--- src/rtl/srf_stream_sequencer_if.sv ---
// Command, SRF and FU handshake bundle for one SRF slice port.
interface srf_stream_sequencer_if #(
  parameter int unsigned NUM_STREAM_ID       = 5,
  parameter int unsigned MIN_VEC_LENGTH      = 16,
  parameter int unsigned NUM_TILES_PER_SLICE = 20,
  parameter int unsigned COUNT_WIDTH         = 6
);
  // Dispatch command channel
  logic                           cmd_valid;
  logic                           cmd_ready;
  logic [NUM_STREAM_ID-1:0]       cmd_src1;
  logic [NUM_STREAM_ID-1:0]       cmd_src2;
  logic [NUM_STREAM_ID-1:0]       cmd_dest;
  logic [COUNT_WIDTH-1:0]         cmd_count;
  logic                           busy;
  logic                           done;
  // SRF access
  logic                           srf_read_enable;
  logic                           srf_write_enable;
  logic [NUM_STREAM_ID-1:0]       stream_src1;
  logic [NUM_STREAM_ID-1:0]       stream_src2;
  logic [NUM_STREAM_ID-1:0]       stream_dest;
  logic [MIN_VEC_LENGTH-1:0][0:NUM_TILES_PER_SLICE-1] srf_data1;
  logic [MIN_VEC_LENGTH-1:0][0:NUM_TILES_PER_SLICE-1] srf_data2;
  logic [MIN_VEC_LENGTH-1:0][0:NUM_TILES_PER_SLICE-1] write_data;
  // Functional unit handshakes
  logic                           op_valid;
  logic                           op_ready;
  logic [MIN_VEC_LENGTH-1:0][0:NUM_TILES_PER_SLICE-1] op_data1;
  logic [MIN_VEC_LENGTH-1:0][0:NUM_TILES_PER_SLICE-1] op_data2;
  logic                           res_valid;
  logic                           res_ready;
  logic [MIN_VEC_LENGTH-1:0][0:NUM_TILES_PER_SLICE-1] res_data;

  // Sequencer side
  modport master (
    input  cmd_valid, cmd_src1, cmd_src2, cmd_dest, cmd_count,
    output cmd_ready, busy, done,
    output srf_read_enable, srf_write_enable, stream_src1, stream_src2, stream_dest, write_data,
    input  srf_data1, srf_data2,
    output op_valid, op_data1, op_data2,
    input  op_ready,
    input  res_valid, res_data,
    output res_ready
  );

  // Dispatch / SRF / FU side
  modport slave (
    output cmd_valid, cmd_src1, cmd_src2, cmd_dest, cmd_count,
    input  cmd_ready, busy, done,
    input  srf_read_enable, srf_write_enable, stream_src1, stream_src2, stream_dest, write_data,
    output srf_data1, srf_data2,
    input  op_valid, op_data1, op_data2,
    output op_ready,
    output res_valid, res_data,
    input  res_ready
  );
endinterface

--- src/rtl/srf_stream_sequencer.sv ---
// SRF stream sequencer: per iteration reads two source streams, hands the operands
// to the FU, captures the result and writes it back to the destination stream.
module srf_stream_sequencer #(
  parameter int unsigned NUM_STREAM_ID       = 5,
  parameter int unsigned MIN_VEC_LENGTH      = 16,
  parameter int unsigned NUM_TILES_PER_SLICE = 20,
  parameter int unsigned COUNT_WIDTH         = 6
) (
  input  logic                   clk,
  input  logic                   rst_n,
  srf_stream_sequencer_if.master bus
);

  typedef enum logic [2:0] {
    S_IDLE,
    S_READ,
    S_ISSUE,
    S_WAIT_RES,
    S_WRITE,
    S_DONE
  } state_e;

  state_e                         state_q;
  logic                           cmd_ready_q;
  logic                           busy_q;
  logic                           done_q;
  logic                           srf_re_q;
  logic                           srf_we_q;
  logic                           op_valid_q;
  logic                           res_ready_q;
  logic [NUM_STREAM_ID-1:0]       src1_q;
  logic [NUM_STREAM_ID-1:0]       src2_q;
  logic [NUM_STREAM_ID-1:0]       dest_q;
  logic [COUNT_WIDTH-1:0]         remaining_q;
  logic [MIN_VEC_LENGTH-1:0][0:NUM_TILES_PER_SLICE-1] wbuf_q;

  // Sequencing FSM; every output is a register set on entry to the state that owns it
  always_ff @(posedge clk or negedge rst_n) begin
    if (!rst_n) begin
      state_q     <= S_IDLE;
      cmd_ready_q <= 1'b0;
      busy_q      <= 1'b0;
      done_q      <= 1'b0;
      srf_re_q    <= 1'b0;
      srf_we_q    <= 1'b0;
      op_valid_q  <= 1'b0;
      res_ready_q <= 1'b0;
      src1_q      <= '0;
      src2_q      <= '0;
      dest_q      <= '0;
      remaining_q <= '0;
      wbuf_q      <= '0;
    end else begin
      srf_re_q <= 1'b0;
      srf_we_q <= 1'b0;
      done_q   <= 1'b0;
      unique case (state_q)
        S_IDLE: begin
          cmd_ready_q <= 1'b1;
          if (bus.cmd_valid && cmd_ready_q) begin
            cmd_ready_q <= 1'b0;
            busy_q      <= 1'b1;
            src1_q      <= bus.cmd_src1;
            src2_q      <= bus.cmd_src2;
            dest_q      <= bus.cmd_dest;
            remaining_q <= bus.cmd_count;
            if (bus.cmd_count == '0) begin
              state_q <= S_DONE;
              done_q  <= 1'b1;
            end else begin
              state_q  <= S_READ;
              srf_re_q <= 1'b1;
            end
          end
        end
        S_READ: begin
          state_q    <= S_ISSUE;
          op_valid_q <= 1'b1;
        end
        S_ISSUE: begin
          if (bus.op_ready) begin
            op_valid_q  <= 1'b0;
            res_ready_q <= 1'b1;
            state_q     <= S_WAIT_RES;
          end
        end
        S_WAIT_RES: begin
          if (bus.res_valid) begin
            res_ready_q <= 1'b0;
            wbuf_q      <= bus.res_data;
            srf_we_q    <= 1'b1;
            state_q     <= S_WRITE;
          end
        end
        S_WRITE: begin
          src1_q      <= src1_q + NUM_STREAM_ID'(1);
          src2_q      <= src2_q + NUM_STREAM_ID'(1);
          dest_q      <= dest_q + NUM_STREAM_ID'(1);
          remaining_q <= remaining_q - COUNT_WIDTH'(1);
          if (remaining_q == COUNT_WIDTH'(1)) begin
            state_q <= S_DONE;
            done_q  <= 1'b1;
          end else begin
            state_q  <= S_READ;
            srf_re_q <= 1'b1;
          end
        end
        S_DONE: begin
          state_q     <= S_IDLE;
          busy_q      <= 1'b0;
          cmd_ready_q <= 1'b1;
        end
        default: state_q <= S_IDLE;
      endcase
    end
  end

  // Output drive; operands are the SRF read data, which the SRF holds until the next read
  assign bus.cmd_ready        = cmd_ready_q;
  assign bus.busy             = busy_q;
  assign bus.done             = done_q;
  assign bus.srf_read_enable  = srf_re_q;
  assign bus.srf_write_enable = srf_we_q;
  assign bus.stream_src1      = src1_q;
  assign bus.stream_src2      = src2_q;
  assign bus.stream_dest      = dest_q;
  assign bus.write_data       = wbuf_q;
  assign bus.op_valid         = op_valid_q;
  assign bus.op_data1         = bus.srf_data1;
  assign bus.op_data2         = bus.srf_data2;
  assign bus.res_ready        = res_ready_q;

endmodule

--- src/flat_wrapper.sv ---
// flat-port wrapper written by rule: the top's interface ports become plain ports
module srf_stream_sequencer_flat 
#(
  parameter int unsigned NUM_STREAM_ID       = 5,
  parameter int unsigned MIN_VEC_LENGTH      = 16,
  parameter int unsigned NUM_TILES_PER_SLICE = 20,
  parameter int unsigned COUNT_WIDTH         = 6
)
  (clk, rst_n, bus_cmd_valid, bus_cmd_src1, bus_cmd_src2, bus_cmd_dest, bus_cmd_count, bus_cmd_ready, bus_busy, bus_done, bus_srf_read_enable, bus_srf_write_enable, bus_stream_src1, bus_stream_src2, bus_stream_dest, bus_write_data, bus_srf_data1, bus_srf_data2, bus_op_valid, bus_op_data1, bus_op_data2, bus_op_ready, bus_res_valid, bus_res_data, bus_res_ready);
  srf_stream_sequencer_if #(.NUM_STREAM_ID(NUM_STREAM_ID), .MIN_VEC_LENGTH(MIN_VEC_LENGTH), .NUM_TILES_PER_SLICE(NUM_TILES_PER_SLICE), .COUNT_WIDTH(COUNT_WIDTH)) bus_i ();
  input  logic clk;
  input  logic rst_n;
  input wire logic [$bits(bus_i.cmd_valid)-1:0] bus_cmd_valid;
  input wire logic [$bits(bus_i.cmd_src1)-1:0] bus_cmd_src1;
  input wire logic [$bits(bus_i.cmd_src2)-1:0] bus_cmd_src2;
  input wire logic [$bits(bus_i.cmd_dest)-1:0] bus_cmd_dest;
  input wire logic [$bits(bus_i.cmd_count)-1:0] bus_cmd_count;
  output wire logic [$bits(bus_i.cmd_ready)-1:0] bus_cmd_ready;
  output wire logic [$bits(bus_i.busy)-1:0] bus_busy;
  output wire logic [$bits(bus_i.done)-1:0] bus_done;
  output wire logic [$bits(bus_i.srf_read_enable)-1:0] bus_srf_read_enable;
  output wire logic [$bits(bus_i.srf_write_enable)-1:0] bus_srf_write_enable;
  output wire logic [$bits(bus_i.stream_src1)-1:0] bus_stream_src1;
  output wire logic [$bits(bus_i.stream_src2)-1:0] bus_stream_src2;
  output wire logic [$bits(bus_i.stream_dest)-1:0] bus_stream_dest;
  output wire logic [$bits(bus_i.write_data)-1:0] bus_write_data;
  input wire logic [$bits(bus_i.srf_data1)-1:0] bus_srf_data1;
  input wire logic [$bits(bus_i.srf_data2)-1:0] bus_srf_data2;
  output wire logic [$bits(bus_i.op_valid)-1:0] bus_op_valid;
  output wire logic [$bits(bus_i.op_data1)-1:0] bus_op_data1;
  output wire logic [$bits(bus_i.op_data2)-1:0] bus_op_data2;
  input wire logic [$bits(bus_i.op_ready)-1:0] bus_op_ready;
  input wire logic [$bits(bus_i.res_valid)-1:0] bus_res_valid;
  input wire logic [$bits(bus_i.res_data)-1:0] bus_res_data;
  output wire logic [$bits(bus_i.res_ready)-1:0] bus_res_ready;
  assign bus_i.cmd_valid = bus_cmd_valid;
  assign bus_i.cmd_src1 = bus_cmd_src1;
  assign bus_i.cmd_src2 = bus_cmd_src2;
  assign bus_i.cmd_dest = bus_cmd_dest;
  assign bus_i.cmd_count = bus_cmd_count;
  assign bus_cmd_ready = bus_i.cmd_ready;
  assign bus_busy = bus_i.busy;
  assign bus_done = bus_i.done;
  assign bus_srf_read_enable = bus_i.srf_read_enable;
  assign bus_srf_write_enable = bus_i.srf_write_enable;
  assign bus_stream_src1 = bus_i.stream_src1;
  assign bus_stream_src2 = bus_i.stream_src2;
  assign bus_stream_dest = bus_i.stream_dest;
  assign bus_write_data = bus_i.write_data;
  assign bus_i.srf_data1 = bus_srf_data1;
  assign bus_i.srf_data2 = bus_srf_data2;
  assign bus_op_valid = bus_i.op_valid;
  assign bus_op_data1 = bus_i.op_data1;
  assign bus_op_data2 = bus_i.op_data2;
  assign bus_i.op_ready = bus_op_ready;
  assign bus_i.res_valid = bus_res_valid;
  assign bus_i.res_data = bus_res_data;
  assign bus_res_ready = bus_i.res_ready;
  srf_stream_sequencer #(.NUM_STREAM_ID(NUM_STREAM_ID), .MIN_VEC_LENGTH(MIN_VEC_LENGTH), .NUM_TILES_PER_SLICE(NUM_TILES_PER_SLICE), .COUNT_WIDTH(COUNT_WIDTH)) u_core (.clk(clk), .rst_n(rst_n), .bus(bus_i));
endmodule
--- config.mk ---
export PLATFORM = sky130hd
export DESIGN_NAME = srf_stream_sequencer_flat
export DESIGN_NICKNAME = d
export VERILOG_FILES = /design/src/rtl/srf_stream_sequencer_if.sv /design/src/rtl/srf_stream_sequencer.sv /design/src/flat_wrapper.sv
export SDC_FILE = /design/constraint.sdc
export NUM_CORES = 1
export LEC_CHECK = 0
export CORE_AREA = 2 2 763 765
export CTS_BUF_LIST = sky130_fd_sc_hd__clkbuf_2
export DETAILED_ROUTE_END_ITERATION = 6
export DIE_AREA = 0 0 765 767
export HOLD_SLACK_MARGIN = 0.05
export PLACE_DENSITY = 0.3
export SLEW_MARGIN = 20
export SYNTH_ARGS = -nofsm -noshare
export SYNTH_HDL_FRONTEND = slang
export SYNTH_SLANG_ARGS = --single-unit
--- constraint.sdc ---
create_clock -name clk -period 2 [get_ports clk]
set_input_delay 0.3 -clock clk [delete_from_list [all_inputs] [get_ports clk]]
set_output_delay 0.3 -clock clk [all_outputs]
set_load 0.005 [all_outputs]
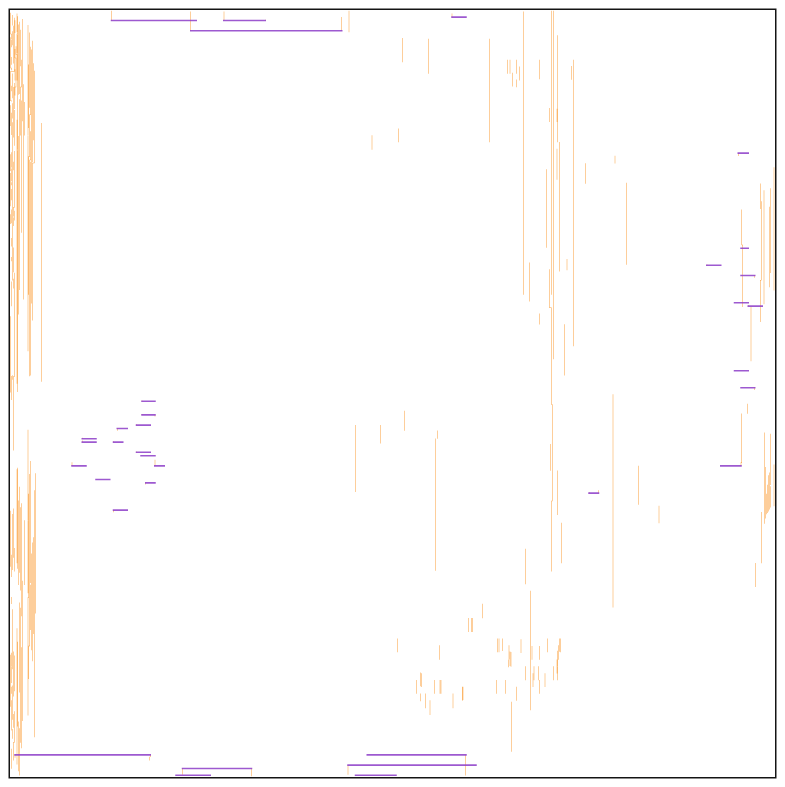
Run 1: wiring by layer
(1 px per µm) Two of the layers only.
Key: met5 = purple [wire length 1,100 µm]; met4 = orange [wire length 13,800 µm]
average detailed-routed wire length per instance: 26.9 µm
vias after detailed routing: 17,269
global-route total usage across every layer: 9.24%

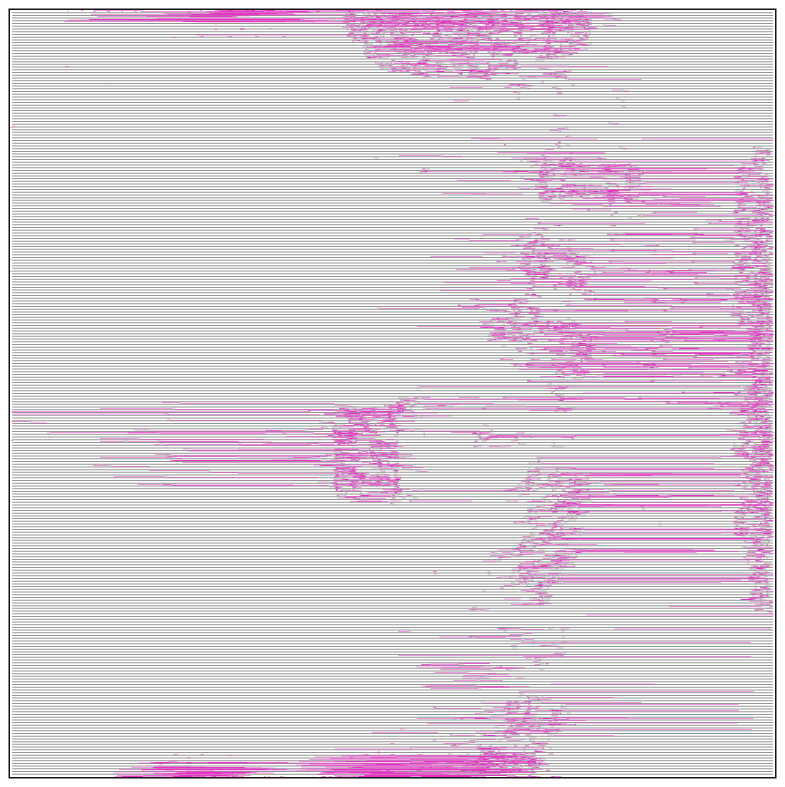
Run 1: signal wires on met1
(1 px per µm) Supply wires on this layer in gray.
The wires run mostly horizontal. 2,948 nets have wire on it. The layer holds 27% of the routed length.

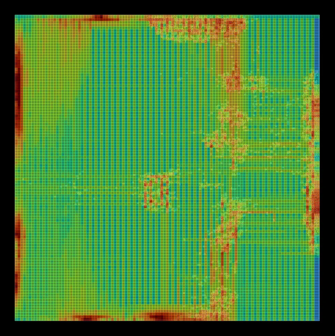
Run 1: routing congestion map
global routing usage on met3: 8.91%
met1 layer usage reported by global route: 7.02%
met2 capacity usage during global routing: 15.6%
GRT busiest layer: met2

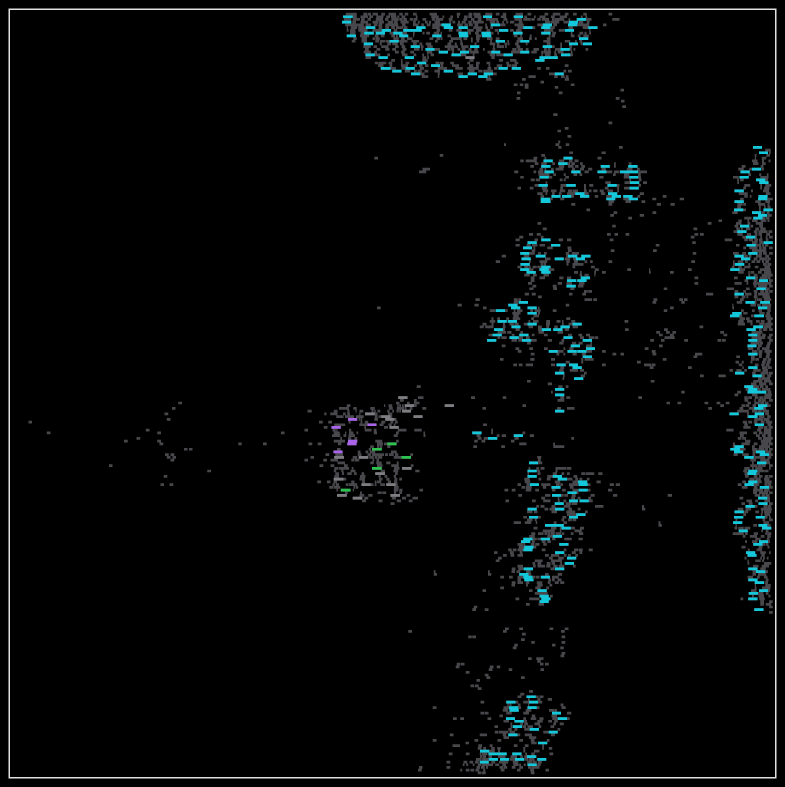
Run 1: register map, names as in the netlist
(1 px per µm) Other sequential cells in the stronger gray, the rest of the logic in the fainter gray.
Key: u_core.bus.write_data = cyan [flops 320]; u_core.remaining_q = purple [flops 6, where middle]; u_core.bus.stream_dest = green [flops 5, where middle]

==> results.txt, run 1 <==
Implementation numbers.

- Setup repair after global routing could not meet its margin everywhere.
- The post-layout worst setup margin is -429 ps.
- The final reports fail on setup timing.
- Clock tree buffers and inverters occupy under 10% of the routed design's cell area.
- Summing all multi-input logic gate instances after layout gives between 5000 and 6000 µm².
- The share of total power in sequential cells is between 20% and 30%.
- Per the final timing report, the hold violations number 0.
- Ranked by instance count, the synthesized netlist is headed by sky130_fd_sc_hd__buf_4 (642), sky130_fd_sc_hd__dfrtp_1 (351), sky130_fd_sc_hd__mux2_4 (289).
- The run finished, with violations left.
- The fraction of the cycle the final worst path needs is 121%.
- Detailed placement finished with a half-perimeter wire length of 255,000 µm.
- In the power breakdown, the internal column shows 29.0 mW.
- Per the post-synthesis report, the nets total 2,514.
- The number of well taps is around 7,800.
- Per the placement log, port buffering inserted between 600 and 700 buffers.
- The flow measured a signed area growth from synthesis to layout of 107%.
- Sequential cells consume a total of about 14 mW.
- The timing report gives the clock slew at the launch and capture registers of the worst setup and hold paths as approximately 100 ps.
- The worst hold path was traced through 3 stages.
- The detailed router finished its first iteration with 805 violations.
- The startpoint identified for the worst register-to-register timing path is u_core.bus.cmd_ready.
- The final layout report lists a non-clock buffer count of between 1,500 and 2,000.
- The clock latency of the later-clocked register in the worst-skew pair is about 1500 ps.
- STA lists the endpoint of the worst register-to-register path as u_core.remaining_q[5].
- The worst-case hold slack is roughly 260 ps.
- The number of CTS-inserted buffers is around 110.
- The final report lists the setup-violating endpoint count as around 340.
==> inputs of run 2 (changes only) <==
--- a/config.mk
+++ b/config.mk
@@ -10,6 +10,7 @@
 export DETAILED_ROUTE_END_ITERATION = 6
 export DIE_AREA = 0 0 765 767
 export HOLD_SLACK_MARGIN = 0.05
+export MAX_ROUTING_LAYER = met4
 export PLACE_DENSITY = 0.3
 export SLEW_MARGIN = 20
 export SYNTH_ARGS = -nofsm -noshare
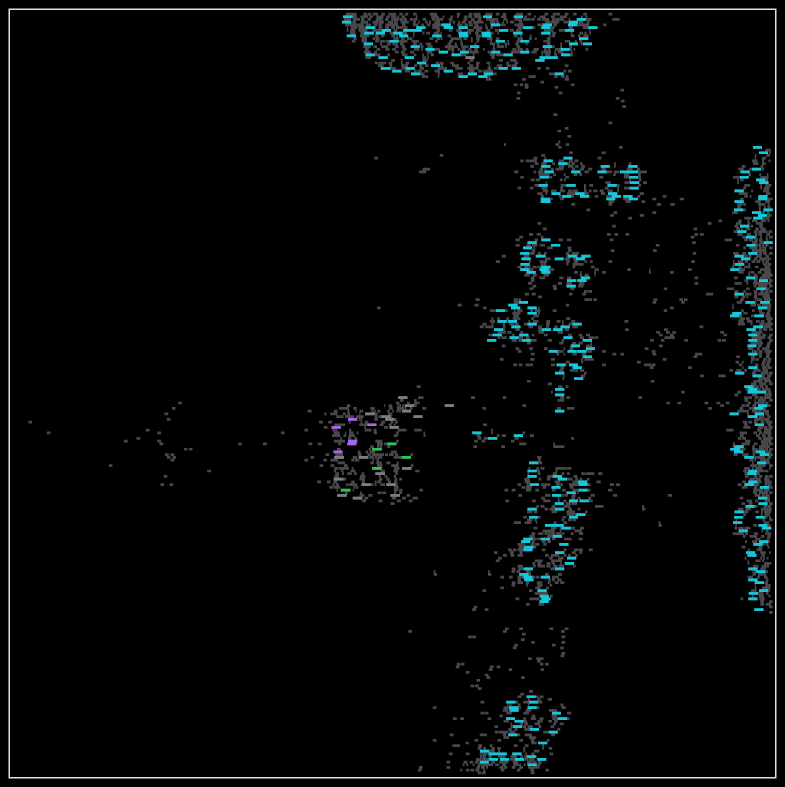
Run 2: register map, names as in the netlist
(1 px per µm) Other sequential cells in the stronger gray, the rest of the logic in the fainter gray.
Key: u_core.bus.write_data = cyan [flops 320]; u_core.remaining_q = purple [flops 6, where middle]; u_core.bus.stream_dest = green [flops 5, where middle]
Another 20 sequential cells are not colored.

==> results.txt, run 2 <==
Implementation numbers.

- The internal power is 29.0 mW (about the same).
- The site row count came to 280 (unchanged).
- The share of total power in sequential cells is 28.3% (was 28.4%).
- The worst path buffer plus inverter count was 1 (unchanged).
- The critical path depth in cells is 1 (unchanged).
- The fraction of the cycle the final worst path needs was 121% (about the same).
- The total tool warning count is 30 (unchanged).
- The growth of design area from synthesis to finish was 108% (was 107%).
- The average detailed-routed wire length per instance came to 26.9 µm (about the same).
- The count of input and output buffers came to 687 (unchanged).
- The reg-to-reg critical path endpoint was u_core.remaining_q[5] (unchanged).
- The number of vias after detailed routing is 17,286 (was 17,269).
- The worst-case hold slack was 303 ps (was 264 ps).
- The starting DRC count in detailed routing is 733 (was 805).
- The post-layout worst setup margin came to -430 ps (was -429 ps).
- The global-route wire length before repair is 325,000 µm (about the same).
- The number of CTS-inserted buffers was 105 (unchanged).
- The initial antenna violation count is 137 (was 139).
- The global-route met1 utilization is 7.14% (was 7.02%).
- The total setup violations reported at the end of the flow is 342 (unchanged).
- The number of flip-flops in the largest register is 320 (unchanged).
- The number of nets at floorplan came to 2,514 (unchanged).
- The clock-pin slew reported for the worst setup and hold paths after clock tree synthesis is 100 ps (about the same).
- The sum of net half-perimeters after detailed placement is 255,000 µm (unchanged).
- The power attributed to sequential cells is 13.6 mW (about the same).
- The number of cells traversed by the worst hold path was 3 (unchanged).
- The number of well taps was 7,755 (unchanged).
- Violated checks: setup timing (unchanged).
- The flop count is 351 (unchanged).
- The startpoint of the most critical register-to-register path was u_core.bus.cmd_ready (unchanged).
- RSZ-0062 raised after global routing: yes (unchanged).
- The peak-usage layer in the global routing report is met2 (unchanged).
- The clock network area share is 2.44% (about the same).
- The share of total power in the clock network is 13.5% (about the same).
- The combinational gate area is 5750 µm² (unchanged).
- Status: finished with violations (unchanged).
- The final hold violation count is 0 (unchanged).
- The clock latency of the later-clocked register in the worst-skew pair was 1510 ps (was 1450 ps).
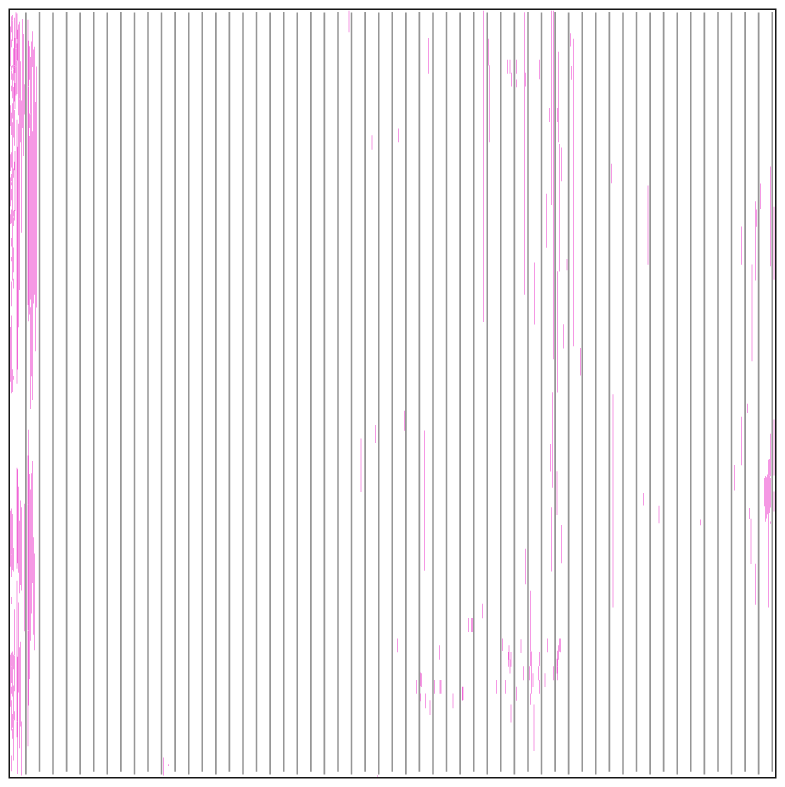
Run 2: signal wires on met4
(1 px per µm) Supply wires on this layer in gray.
The layer carries 13,800 µm of wire. The longest straight run is 348 µm. 186 nets have wire on it. The wires run mostly vertical. The layer holds 4.9% of the routed length.

Power and IR drop assume default switching activity.
